Figure 1. Clock wiring as the flow saved it.
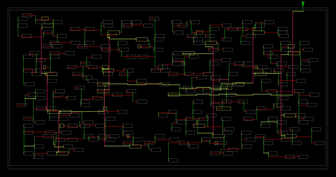
Figure 2. Clock distribution.
Scale bar: 100 µm.
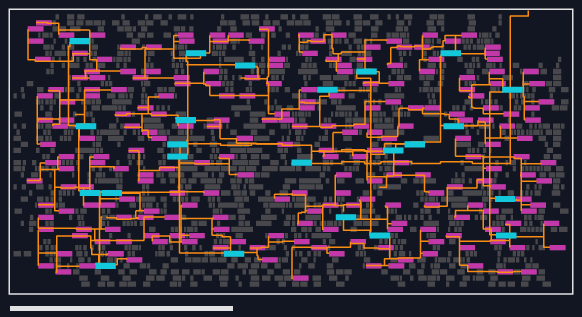
Figure 3. Cell classes on the final placement.
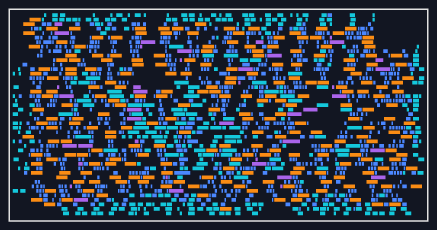
Figure 4. Routed metal per tile.
The die is cut into 25 by 13 equal tiles; dark blue is low, red is high, scaled to the fullest tile. Values are wire area over tile area, all layers added.
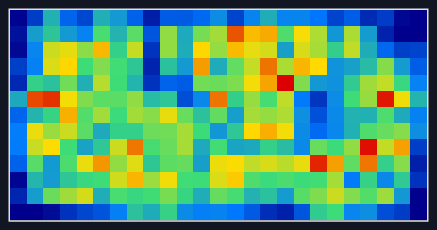
Figure 5. Metal 4.
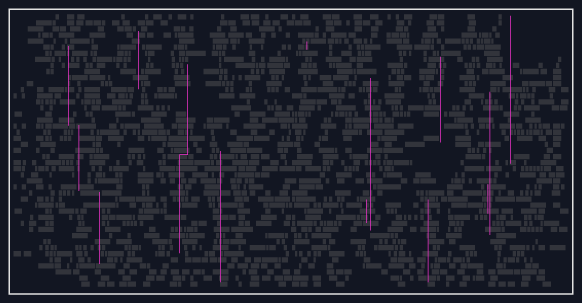
## src/rtl/idu2exu_skid_if.sv

```systemverilog
// idu2exu_skid_if: IDU->EXU handshake bundle; slave = stage (in_*/flush/out_ready in, in_ready/out_*/occupancy out), master = its environment
interface idu2exu_skid_if #(
  parameter int DATA_WIDTH = 32,
  parameter int ADDR_WIDTH = 12,
  parameter int SIDE_WIDTH = 70
);
  logic                  flush_i;
  logic                  in_valid_i;
  logic                  in_ready_o;
  logic [DATA_WIDTH-1:0] instr_i;
  logic [ADDR_WIDTH-1:0] instr_addr_i;
  logic [SIDE_WIDTH-1:0] side_i;
  logic                  out_valid_o;
  logic                  out_ready_i;
  logic [DATA_WIDTH-1:0] instr_o;
  logic [ADDR_WIDTH-1:0] instr_addr_o;
  logic [SIDE_WIDTH-1:0] side_o;
  logic [1:0]            occupancy_o;
  modport slave (
    input  flush_i, in_valid_i, instr_i, instr_addr_i, side_i, out_ready_i,
    output in_ready_o, out_valid_o, instr_o, instr_addr_o, side_o, occupancy_o
  );
  modport master (
    output flush_i, in_valid_i, instr_i, instr_addr_i, side_i, out_ready_i,
    input  in_ready_o, out_valid_o, instr_o, instr_addr_o, side_o, occupancy_o
  );
endinterface

```

## src/rtl/idu2exu_skid.sv

```systemverilog
// idu2exu_skid: 2-entry skid ID->EX register; ports clk, rst (sync, active-high) and bus (slave: valid/ready in/out, flush, occupancy)
module idu2exu_skid #(
  parameter int                    DATA_WIDTH = 32,
  parameter int                    ADDR_WIDTH = 12,
  parameter int                    SIDE_WIDTH = 70,
  parameter logic [DATA_WIDTH-1:0] NOP_INSTR  = DATA_WIDTH'(32'h0000_0013)
) (
  input logic           clk,
  input logic           rst,
  idu2exu_skid_if.slave bus
);
  typedef enum logic [1:0] {EMPTY = 2'd0, ONE = 2'd1, FULL = 2'd2} state_t;
  state_t                r_state, w_next;
  logic [DATA_WIDTH-1:0] r_m_instr, r_s_instr;
  logic [ADDR_WIDTH-1:0] r_m_addr, r_s_addr;
  logic [SIDE_WIDTH-1:0] r_m_side, r_s_side;
  logic                  w_in_fire, w_out_fire, w_load_m_in, w_load_m_s, w_load_s;
  assign bus.in_ready_o   = r_state != FULL;
  assign bus.out_valid_o  = r_state != EMPTY;
  assign bus.occupancy_o  = r_state;
  assign bus.instr_o      = bus.out_valid_o ? r_m_instr : NOP_INSTR;
  assign bus.instr_addr_o = bus.out_valid_o ? r_m_addr : '0;
  assign bus.side_o       = bus.out_valid_o ? r_m_side : '0;
  assign w_in_fire  = bus.in_valid_i & bus.in_ready_o;
  assign w_out_fire = bus.out_valid_o & bus.out_ready_i;
  always_comb begin
    w_next      = r_state;
    w_load_m_in = 1'b0;
    w_load_m_s  = 1'b0;
    w_load_s    = 1'b0;
    if (bus.flush_i) w_next = EMPTY;
    else
      case (r_state)
        EMPTY: if (w_in_fire) begin
          w_next      = ONE;
          w_load_m_in = 1'b1;
        end
        ONE: begin
          w_next      = w_in_fire ? (w_out_fire ? ONE : FULL) : (w_out_fire ? EMPTY : ONE);
          w_load_m_in = w_in_fire & w_out_fire;
          w_load_s    = w_in_fire & ~w_out_fire;
        end
        FULL: if (w_out_fire) begin
          w_next     = ONE;
          w_load_m_s = 1'b1;
        end
        default: w_next = EMPTY;
      endcase
  end
  always_ff @(posedge clk) begin
    if (rst) begin
      r_state   <= EMPTY;
      r_m_instr <= NOP_INSTR;
      r_m_addr  <= '0;
      r_m_side  <= '0;
      r_s_instr <= NOP_INSTR;
      r_s_addr  <= '0;
      r_s_side  <= '0;
    end else begin
      r_state <= w_next;
      if (w_load_m_in) begin
        r_m_instr <= bus.instr_i;
        r_m_addr  <= bus.instr_addr_i;
        r_m_side  <= bus.side_i;
      end else if (w_load_m_s) begin
        r_m_instr <= r_s_instr;
        r_m_addr  <= r_s_addr;
        r_m_side  <= r_s_side;
      end
      if (w_load_s) begin
        r_s_instr <= bus.instr_i;
        r_s_addr  <= bus.instr_addr_i;
        r_s_side  <= bus.side_i;
      end
    end
  end
endmodule
```

## src/flat_wrapper.sv

```systemverilog
// flat-port wrapper written by rule: the top's interface ports become plain ports
module idu2exu_skid_flat 
#(
  parameter int                    DATA_WIDTH = 32,
  parameter int                    ADDR_WIDTH = 12,
  parameter int                    SIDE_WIDTH = 70,
  parameter logic [DATA_WIDTH-1:0] NOP_INSTR  = DATA_WIDTH'(32'h0000_0013)
)
  (clk, rst, bus_flush_i, bus_in_valid_i, bus_instr_i, bus_instr_addr_i, bus_side_i, bus_out_ready_i, bus_in_ready_o, bus_out_valid_o, bus_instr_o, bus_instr_addr_o, bus_side_o, bus_occupancy_o);
  idu2exu_skid_if #(.DATA_WIDTH(DATA_WIDTH), .ADDR_WIDTH(ADDR_WIDTH), .SIDE_WIDTH(SIDE_WIDTH)) bus_i ();
  input logic clk;
  input logic rst;
  input wire logic [$bits(bus_i.flush_i)-1:0] bus_flush_i;
  input wire logic [$bits(bus_i.in_valid_i)-1:0] bus_in_valid_i;
  input wire logic [$bits(bus_i.instr_i)-1:0] bus_instr_i;
  input wire logic [$bits(bus_i.instr_addr_i)-1:0] bus_instr_addr_i;
  input wire logic [$bits(bus_i.side_i)-1:0] bus_side_i;
  input wire logic [$bits(bus_i.out_ready_i)-1:0] bus_out_ready_i;
  output wire logic [$bits(bus_i.in_ready_o)-1:0] bus_in_ready_o;
  output wire logic [$bits(bus_i.out_valid_o)-1:0] bus_out_valid_o;
  output wire logic [$bits(bus_i.instr_o)-1:0] bus_instr_o;
  output wire logic [$bits(bus_i.instr_addr_o)-1:0] bus_instr_addr_o;
  output wire logic [$bits(bus_i.side_o)-1:0] bus_side_o;
  output wire logic [$bits(bus_i.occupancy_o)-1:0] bus_occupancy_o;
  assign bus_i.flush_i = bus_flush_i;
  assign bus_i.in_valid_i = bus_in_valid_i;
  assign bus_i.instr_i = bus_instr_i;
  assign bus_i.instr_addr_i = bus_instr_addr_i;
  assign bus_i.side_i = bus_side_i;
  assign bus_i.out_ready_i = bus_out_ready_i;
  assign bus_in_ready_o = bus_i.in_ready_o;
  assign bus_out_valid_o = bus_i.out_valid_o;
  assign bus_instr_o = bus_i.instr_o;
  assign bus_instr_addr_o = bus_i.instr_addr_o;
  assign bus_side_o = bus_i.side_o;
  assign bus_occupancy_o = bus_i.occupancy_o;
  idu2exu_skid #(.DATA_WIDTH(DATA_WIDTH), .ADDR_WIDTH(ADDR_WIDTH), .SIDE_WIDTH(SIDE_WIDTH), .NOP_INSTR(NOP_INSTR)) u_core (.clk(clk), .rst(rst), .bus(bus_i));
endmodule
```

## config.mk

```make
export PLATFORM = sky130hd
export DESIGN_NAME = idu2exu_skid_flat
export DESIGN_NICKNAME = d
export VERILOG_FILES = /design/src/rtl/idu2exu_skid_if.sv /design/src/rtl/idu2exu_skid.sv /design/src/flat_wrapper.sv
export SDC_FILE = /design/constraint.sdc
export NUM_CORES = 1
export LEC_CHECK = 0
export CAP_MARGIN = 20
export CELL_PAD_IN_SITES_DETAIL_PLACEMENT = 0
export CELL_PAD_IN_SITES_GLOBAL_PLACEMENT = 1
export CORE_ASPECT_RATIO = 0.5
export CORE_UTILIZATION = 33
export CTS_CLUSTER_SIZE = 16
export DETAILED_ROUTE_END_ITERATION = 8
export PLACE_DENSITY_LB_ADDON = 0.1
export SLEW_MARGIN = 25
export SYNTH_ARGS = -nofsm -noshare
export SYNTH_HDL_FRONTEND = slang
export SYNTH_SLANG_ARGS = --single-unit
```

## constraint.sdc

```tcl
create_clock -name clk -period 1.8 [get_ports clk]
set_clock_uncertainty 0.2 [all_clocks]
set_input_delay 0.36 -clock clk [delete_from_list [all_inputs] [get_ports clk]]
set_output_delay 0.36 -clock clk [all_outputs]
set_load 0.01 [all_outputs]
```

==> flow_summary.yaml <==
# physical design summary
logic_synthesis:
  synthXorXnorAreaFrac_pct: 0
  average_instance_area_after_synthesis_um2: 7.84
  yosysUniqueCellTypes: 31
  register_bit_total_from_synthesis: 230
  synth-simple-area-share_pct: 27.5
  topCombFamilyByArea: "simple AND/OR/NAND/NOR gates"
  mux_share_pct: 0.0974
  yosys-stat-cells: 1312
  synth_chip_area_um2: 10300
  post-synth-top-area-cell: "sky130_fd_sc_hd__dfxtp_1"
setup_path:
  timing.critical_path.cells: "or2_4 > buf_12 > clkbuf_16 > and2_4 > buf_6"
  r2r_setup_slack_ns: -0.13
  critical_path.reg2reg.endpoint: "u_core.r_m_addr[5]"
  critical_path.endpoint: "bus_side_o[29]"
  cell_type_group_with_the_largest_total_delay_on_the_critical_path: "simple AND/OR/NAND/NOR gates"
  setup.worst_path.class: "reg -> out"
  startpoint_type: "flop"
  max_stage_delay_ns: 0.32
grt:
  grt_pass1_wl_um: 54100
  pin_count_of_the_biggest_net_entering_global_routing: 62
pwr:
  power.ir.vdd_worst_mv: 0.653
  power.leakage_uw: 0.00565
timing:
  finalWorstPathRequiredPeriod_ns: 2.34
  setup_violations: 252
  rsz0062_at_grt: "true"
  final.setup.worst_slack_ns: -0.535
  maxSlewViolCount: 0
die:
  chipArea_um2: 31900
  design.portCount: 237
finish:
  final_nets: 1668
  final_layout_size_suffix_gt1_share_pct: 24.4
  reg.largest.list: "u_core.r_m_side x70, u_core.r_s_side x70"
  layout_top_cell_excl_fill_tap: "sky130_fd_sc_hd__nand2_1"
clocking:
  clk_root_buffer_cell: "sky130_fd_sc_hd__clkbuf_16"
  cts_max_path_buffers: 3
  cts_hold_fix_bufs: 0
worst_hold_path:
  hp-start: "rst"
  min_delay_path_depth: 2
outcome:
  violations_in_the_final_reports: "negative setup slack"
  outcome: "complete, but fails checks"
Back to the opening pictures, Figure 1:
Num CTS Buffers: 23
count of clock tree sinks: 230
clock buf count: 29

Back to the opening pictures, Figure 2:
- magenta: flip-flops (count 230)
- cyan: clock-net drivers (count 23)
- orange: clock wires (length 3300 µm)
- flops lie: all over the die
- routed clock nets: 24
latest clock arrival within the worst-skew pair: 0.52 ns
Clk network pwr share: 40.1%

Back to the opening pictures, Figure 3:
- purple: clock drivers and dummy loads (cells 40)
- orange: sequential cells (cells 230)
- blue: remaining logic cells (cells 932)
- cyan: remaining buffers and delay cells (cells 362)
area of the core region: 30500 µm²
Util after Layout: 50.2%

Back to the opening pictures, Figure 4:
- tiles over half the peak: 47%
- nearly empty tiles: 3.4%
- fullest tile: 0.42
- mean over tiles: 0.19
GRT Total Usage: 20.8%
Routed wire per std cell: 20.0 µm
routed vias: 10900
Final Routed Wirelength: 39700 µm

Back to the opening pictures, Figure 5:
- wire length on this layer: 568 µm
- main direction: vertical
- nets with wire on the layer: 9

[metrics by stage]
| stage | setup WS, ns | cell area (µm²) | total power [µW] | TNS [ns] |
|---|---|---|---|---|
| floorplan | 0.00585 | 10500 | 6160 | 0 |
| global placement | -0.419 | 13600 | 6920 | -109.71 |
| detailed placement | -0.460 | 13600 | 6930 | -116.15 |
| CTS | -0.810 | 14300 | 11700 | -69.77 |
| global route | -0.569 | 15300 | 12400 | -73.55 |
| finish | -0.535 | 15300 | 11900 | -58.80 |
[cells in the mapped netlist, drive strengths merged]
library cell / number
o21a: 1
nand2: 231
a211o: 3
a21oi: 113
a2111oi: 1
a32oi: 3
nand4bb: 1
dfxtp: 230
nand2b: 5
or2: 1
nor2: 6
nand3: 111
nor3b: 1
nor2b: 1
nor3: 111
o21ai: 111
and3: 3
buf: 70
a311oi: 111
mux2i: 1
and4bb: 1
clkbuf: 82
and2: 111
nand3b: 1
or3b: 2
[power breakdown]
group	switching [µW]	total (µW)	internal, µW	leakage (µW)
combinational	864	1730	869	0.00341
clock	2120	4780	2660	0.000365
sequential	107	5400	5290	0.00188
total	3090	11900	8820	0.00565
[per-layer routing]
metal / track usage, % / wire, µm / vias to the layer above / part of all wire (%)
li1: - / - / 5142 / -
met1: 27.0 / 17900 / 5362 / 45
met2: 36.2 / 19300 / 345 / 48
met3: 2.91 / 1990 / 36 / 5.0
met4: 5.74 / 568 / 0 / 1.4
met5: 0 / 0 / - / 0
[final cells by class]
type                            instances  share of cell area [%]
Multi-Input combinational cell        932                    34.9
Sequential cell                       230                    30.1
Timing Repair Buffer                  362                    26.7
Clock buffer                           29                    4.18
Tap cell                              423                    3.46
Clock inverter                         11                   0.565
Antenna cell                            2                  0.0327
Power and IR drop assume default switching activity.
